## src/rtl/uart_pkg.sv

```systemverilog
// Shared UART definitions: arbiter state encoding, default word/tick sizing and
// the frame length the arbiter timeout has to exceed.
package uart_pkg;

  typedef enum logic [1:0] {
    ARB_IDLE   = 2'd0,
    ARB_LAUNCH = 2'd1,
    ARB_WAIT   = 2'd2,
    ARB_GAP    = 2'd3
  } arb_state_t;

  localparam int UART_NBITS = 8;
  localparam int UART_NTICK = 16;

  // Ticks from tx_ena to tx_done for one frame; TMO must exceed FRAME_TICKS + 2.
  localparam int FRAME_TICKS = UART_NTICK * (UART_NBITS + 1) + 2 * UART_NTICK;

endpackage

```

## src/rtl/tx_arbiter_if.sv

```systemverilog
// Producer/transmitter side signals of the transmit arbiter. The master modport is
// the arbiter; the slave modport is whatever drives the requests and tx_done.
interface tx_arbiter_if import uart_pkg::*; #(
  parameter int NREQ  = 4,
  parameter int NBITS = UART_NBITS
);
  localparam int OW = $clog2(NREQ);

  logic [NREQ-1:0]       req;
  logic [NREQ*NBITS-1:0] req_data;
  logic                  tx_done;
  logic [NREQ-1:0]       grant;
  logic [NREQ-1:0]       done;
  logic                  tx_ena;
  logic [NBITS-1:0]      tx_data;
  logic [OW-1:0]         owner;
  logic                  busy;
  logic                  tmo_err;

  modport master (
    input  req, req_data, tx_done,
    output grant, done, tx_ena, tx_data, owner, busy, tmo_err
  );

  modport slave (
    output req, req_data, tx_done,
    input  grant, done, tx_ena, tx_data, owner, busy, tmo_err
  );
endinterface

```

## src/rtl/tx_arbiter_rr_pick.sv

```systemverilog
// Combinational round-robin select: the first set request found scanning upward
// from pointer (modulo NREQ).
module rr_pick #(
  parameter int NREQ = 4,
  parameter int PW   = $clog2(NREQ)
) (
  input  logic [NREQ-1:0] req,
  input  logic [PW-1:0]   pointer,
  output logic [PW-1:0]   index,
  output logic            valid
);

  function automatic int slot_of(input int base, input int offset);
    return (base + offset) % NREQ;
  endfunction

  // Scan from the farthest offset back toward pointer so the closest request wins.
  always_comb begin
    index = {PW{1'b0}};
    valid = 1'b0;
    for (int i = NREQ - 1; i >= 0; i--) begin
      valid = valid | req[slot_of(int'(pointer), i)];
      index = req[slot_of(int'(pointer), i)] ? PW'(slot_of(int'(pointer), i)) : index;
    end
  end

endmodule

```

## src/rtl/tx_arbiter.sv

```systemverilog
// Round-robin scheduler sharing one UART transmitter among NREQ byte producers,
// with completion timeout and a fixed inter-frame gap.
module tx_arbiter import uart_pkg::*; #(
  parameter int NREQ  = 4,
  parameter int NBITS = UART_NBITS,
  parameter int TMO   = 256,
  parameter int IFG   = 4
) (
  input logic          bdtick,
  input logic          arb_rst,
  tx_arbiter_if.master bus
);

  localparam int PW = $clog2(NREQ);
  localparam int TW = $clog2(TMO) + 1;
  localparam int GW = $clog2(IFG) + 1;
  localparam logic [TW-1:0]   TMO_LAST = TW'(TMO - 1);
  localparam logic [GW-1:0]   IFG_LAST = GW'(IFG - 1);
  localparam logic [PW-1:0]   PTR_MAX  = PW'(NREQ - 1);
  localparam logic [NREQ-1:0] ONE_LSB  = {{(NREQ-1){1'b0}}, 1'b1};

  arb_state_t       state_r;
  logic [PW-1:0]    ptr_r;
  logic [PW-1:0]    owner_r;
  logic [TW-1:0]    wcnt_r;
  logic [GW-1:0]    gcnt_r;
  logic [NREQ-1:0]  grant_r;
  logic [NREQ-1:0]  done_r;
  logic             tx_ena_r;
  logic [NBITS-1:0] tx_data_r;
  logic             busy_r;
  logic             tmo_err_r;
  logic [PW-1:0]    pick_idx_s;
  logic             pick_vld_s;
  logic [PW-1:0]    ptr_next_s;

  rr_pick #(.NREQ(NREQ)) u_pick (
    .req     (bus.req),
    .pointer (ptr_r),
    .index   (pick_idx_s),
    .valid   (pick_vld_s)
  );

  assign ptr_next_s = (owner_r == PTR_MAX) ? {PW{1'b0}} : owner_r + PW'(1);

  // Arbitration FSM; every output is a register written here.
  always_ff @(posedge bdtick or negedge arb_rst) begin
    if (!arb_rst) begin
      state_r   <= ARB_IDLE;
      ptr_r     <= {PW{1'b0}};
      owner_r   <= {PW{1'b0}};
      wcnt_r    <= {TW{1'b0}};
      gcnt_r    <= {GW{1'b0}};
      grant_r   <= {NREQ{1'b0}};
      done_r    <= {NREQ{1'b0}};
      tx_ena_r  <= 1'b0;
      tx_data_r <= {NBITS{1'b0}};
      busy_r    <= 1'b0;
      tmo_err_r <= 1'b0;
    end else begin
      grant_r  <= {NREQ{1'b0}};
      done_r   <= {NREQ{1'b0}};
      tx_ena_r <= 1'b0;
      case (state_r)
        ARB_IDLE: begin
          if (pick_vld_s) begin
            grant_r   <= ONE_LSB << pick_idx_s;
            tx_data_r <= bus.req_data[int'(pick_idx_s) * NBITS +: NBITS];
            owner_r   <= pick_idx_s;
            busy_r    <= 1'b1;
            state_r   <= ARB_LAUNCH;
          end
        end
        ARB_LAUNCH: begin
          tx_ena_r <= 1'b1;
          wcnt_r   <= {TW{1'b0}};
          state_r  <= ARB_WAIT;
        end
        ARB_WAIT: begin
          // tx_done takes priority over a timeout landing on the same clock.
          if (bus.tx_done || (wcnt_r == TMO_LAST)) begin
            done_r  <= ONE_LSB << owner_r;
            ptr_r   <= ptr_next_s;
            gcnt_r  <= {GW{1'b0}};
            state_r <= ARB_GAP;
            if (!bus.tx_done) begin
              tmo_err_r <= 1'b1;
            end
          end else begin
            wcnt_r <= wcnt_r + TW'(1);
          end
        end
        ARB_GAP: begin
          if (gcnt_r == IFG_LAST) begin
            busy_r  <= 1'b0;
            state_r <= ARB_IDLE;
          end else begin
            gcnt_r <= gcnt_r + GW'(1);
          end
        end
        default: begin
          busy_r  <= 1'b0;
          state_r <= ARB_IDLE;
        end
      endcase
    end
  end

  assign bus.grant   = grant_r;
  assign bus.done    = done_r;
  assign bus.tx_ena  = tx_ena_r;
  assign bus.tx_data = tx_data_r;
  assign bus.owner   = owner_r;
  assign bus.busy    = busy_r;
  assign bus.tmo_err = tmo_err_r;

endmodule

```

## src/flat_wrapper.sv

```systemverilog
// flat-port wrapper written by rule: the top's interface ports become plain ports
module tx_arbiter_flat import uart_pkg::*;
#(
  parameter int NREQ  = 4,
  parameter int NBITS = UART_NBITS,
  parameter int TMO   = 256,
  parameter int IFG   = 4
)
  (bdtick, arb_rst, bus_req, bus_req_data, bus_tx_done, bus_grant, bus_done, bus_tx_ena, bus_tx_data, bus_owner, bus_busy, bus_tmo_err);
  tx_arbiter_if #(.NREQ(NREQ), .NBITS(NBITS)) bus_i ();
  input logic bdtick;
  input logic arb_rst;
  input wire logic [$bits(bus_i.req)-1:0] bus_req;
  input wire logic [$bits(bus_i.req_data)-1:0] bus_req_data;
  input wire logic [$bits(bus_i.tx_done)-1:0] bus_tx_done;
  output wire logic [$bits(bus_i.grant)-1:0] bus_grant;
  output wire logic [$bits(bus_i.done)-1:0] bus_done;
  output wire logic [$bits(bus_i.tx_ena)-1:0] bus_tx_ena;
  output wire logic [$bits(bus_i.tx_data)-1:0] bus_tx_data;
  output wire logic [$bits(bus_i.owner)-1:0] bus_owner;
  output wire logic [$bits(bus_i.busy)-1:0] bus_busy;
  output wire logic [$bits(bus_i.tmo_err)-1:0] bus_tmo_err;
  assign bus_i.req = bus_req;
  assign bus_i.req_data = bus_req_data;
  assign bus_i.tx_done = bus_tx_done;
  assign bus_grant = bus_i.grant;
  assign bus_done = bus_i.done;
  assign bus_tx_ena = bus_i.tx_ena;
  assign bus_tx_data = bus_i.tx_data;
  assign bus_owner = bus_i.owner;
  assign bus_busy = bus_i.busy;
  assign bus_tmo_err = bus_i.tmo_err;
  tx_arbiter #(.NREQ(NREQ), .NBITS(NBITS), .TMO(TMO), .IFG(IFG)) u_core (.bdtick(bdtick), .arb_rst(arb_rst), .bus(bus_i));
endmodule
```

## config.mk

```make
export PLATFORM = sky130hd
export DESIGN_NAME = tx_arbiter_flat
export DESIGN_NICKNAME = d
export VERILOG_FILES = /design/src/rtl/uart_pkg.sv /design/src/rtl/tx_arbiter_if.sv /design/src/rtl/tx_arbiter_rr_pick.sv /design/src/rtl/tx_arbiter.sv /design/src/flat_wrapper.sv
export SDC_FILE = /design/constraint.sdc
export NUM_CORES = 1
export LEC_CHECK = 0
export CORE_MARGIN = 2
export CORE_UTILIZATION = 48
export DETAILED_ROUTE_END_ITERATION = 6
export GPL_TIMING_DRIVEN = 0
export PLACE_DENSITY = 0.8
export SKIP_LAST_GASP = 1
export SYNTH_ARGS = -nofsm -noshare
export SYNTH_HDL_FRONTEND = slang
export SYNTH_SLANG_ARGS = --single-unit
```

## constraint.sdc

```tcl
create_clock -name bdtick -period 2.4 [get_ports bdtick]
set_input_delay 0.48 -clock bdtick [delete_from_list [all_inputs] [get_ports bdtick]]
set_output_delay 0.48 -clock bdtick [all_outputs]
set_load 0.05 [all_outputs]
```

### Port wiring

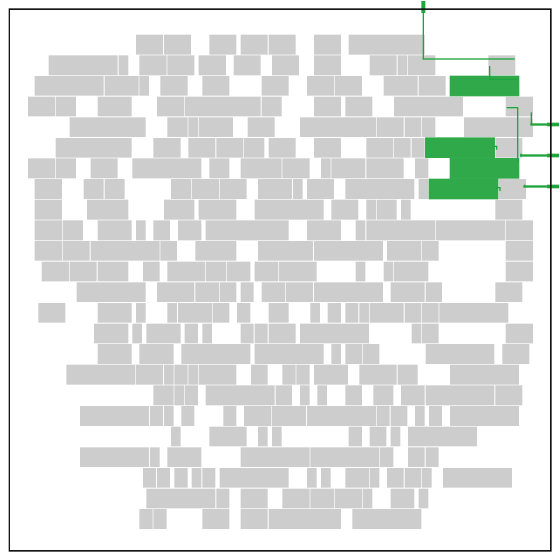
- `bus_grant`: green (bits 4; direction output; edge 3 right, 1 top; end cells 4; buffers 4; wire 44.0 µm)

### Clock routing

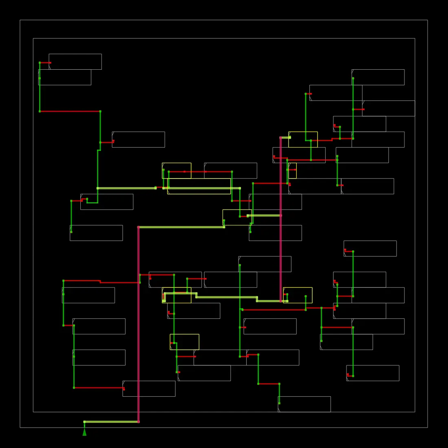
clock buffer count: 7
post-route clock skew: 3.02 ps
number of sinks driven by the clock tree: 37
clock buffer count from CTS: 5
FF+latch count: 37

### Gate families picked out

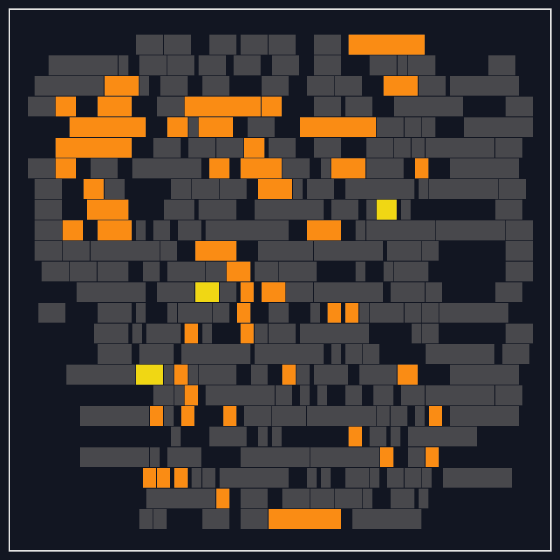
- AND-OR and OR-AND gates: yellow (cells 3)
- inverting AOI/OAI gates: orange (cells 49)

==> notes.md <==
Status on the layout run. 60 I/O pins were placed. Buffers plus inverters on the worst setup path landed at 1. Mean instance size in the synthesized netlist landed at 11.1 µm². Final number of hold-violating endpoints landed at 0. Post-route period utilization is reported as 94.8%. The internal portion of the total power is 1.93 mW. The report puts the cell count of the worst reg-to-reg path at 10. The launch point of the worst register-to-register path is recorded as u_core.wcnt_r[0]. The run finished with clean final reports. The layer flagged by global routing as most heavily used is met2. Share of final-layout standard cells stronger than drive strength 1 landed at 15.2%.

The timing report shows the most common cell along the critical path to be sky130_fd_sc_hd__ha_1. Total power after layout landed at 3.49 mW. In this run, synthesis inferred 0 flip-flops with an integrated enable. Count of buffers inserted at the top-level ports landed at 59. Final tally of max-slew violations landed at 0. In this run the number of cells on the critical path is 10. Cell area reported after detailed placement landed at 0.00282 mm².

Total of flip-flops plus latches after synthesis landed at 37. For this run the top cell type by instance count after synthesis was sky130_fd_sc_hd__dfrtp_1. Across the VDD grid, the largest voltage drop is 0.709 mV.

In this run the remaining antenna-violating nets after routing total 0. Among the non-sequential cells, AND-OR/OR-AND gates take the most area. Arrival time at the worst endpoint landed at 2490 ps. Total global routing overflow landed at 0. Total area of sequential cells landed at 926 µm².

Number of buffers outside the clock class in the layout landed at 67. Per report_power, the combinational group accounts for 55.9% of the total. Area of the placeable core landed at 0.00435 mm².

Utilization after layout landed at 67.9%. Overall track demand over capacity in global routing landed at 20.4%. The detailed router reports a met2 wire length of 2430 µm. Looking at the clock tree report, the root buffer type is sky130_fd_sc_hd__clkbuf_8. For this run, the leading register cell type out of synthesis is sky130_fd_sc_hd__dfrtp_1. The power report attributes to the clock group a share of 16.0%. Count of tool warnings landed at 33. Combinational gate count landed at 143. Once layout is done, the placed cells without fillers occupy 0.00296 mm².

Per report_power, the Combinational row totals 1.95 mW. Measured along the x axis, the die boundary spans 71.2 µm. STA classifies the critical path endpoint as a flop. Cell row count landed at 24. First-pass GRT wire length landed at 8090 µm. CTS H-tree depth landed at 2. Summed standard-cell area reported by yosys landed at 0.00217 mm². Final hold analysis gives a worst-case slack of 277 ps. Clock tree buffer depth landed at 2. In the layout the commonest cells are sky130_fd_sc_hd__clkdlybuf4s50_1 (58), sky130_fd_sc_hd__dfrtp_1 (37), sky130_fd_sc_hd__nand2_1 (15), sky130_fd_sc_hd__nor2_1 (15), sky130_fd_sc_hd__o21ai_0 (14).

Maximum fanout count along the critical path landed at 10. Number of antenna violations at the first check in global routing landed at 0. Detailed routing inserted a total of 1736 vias. The cell count after synthesis came out at 196.

The number of antenna diodes in the final layout is 0. The tightest min-delay check is of the input port to asynchronous set/reset pin type. The top cell type in the final layout, fill and taps aside, is sky130_fd_sc_hd__clkdlybuf4s50_1. Per STA, the worst path is made up of ha_1 > nand3_1 > nor2_1 > ha_1 > nor2_2 > and2_1 > buf_4 > o2111ai_4 > or3_1 > a21oi_1.

In the routed layout, each cell is associated on average with a via count of 5.51. Number of maximum-capacitance violations landed at 0. Pin count of the biggest net entering global routing landed at 38. The gate-level netlist out of Yosys references 41 unique cell types. The highest layer touched by signal routing is met4. The detailed router reports a met3 wire length of 152 µm. Among all stages on the critical path, the largest delay is contributed by sky130_fd_sc_hd__dfrtp_1.

Per the synthesis report, the dominant area consumer among library cells is sky130_fd_sc_hd__dfrtp_1. Adder-cell share of the synthesized area landed at 7.50%. Per the post-CTS timing run, clock transition at the registers of the reported paths is 70 ps. The most critical setup path has its startpoint at u_core.wcnt_r[0]. Number of non-clock inverters in the layout landed at 8. The synthesis run shows the most used standard cells to be sky130_fd_sc_hd__dfrtp_1 (37), sky130_fd_sc_hd__nor2_1 (16), sky130_fd_sc_hd__nand2_1 (15). Per the synthesis report, the simple-gate share of the synthesized area is 14.9%. Met2 routing resource usage after global routing landed at 33.1%. Final count of negative-setup-slack endpoints landed at 0. Per the skew report, the later register of the worst-skew pair sees a clock latency of 290 ps. The script extracted a total leakage power of 1.23 nW.
No activity file was given, so power comes from the tool's default toggle rates.
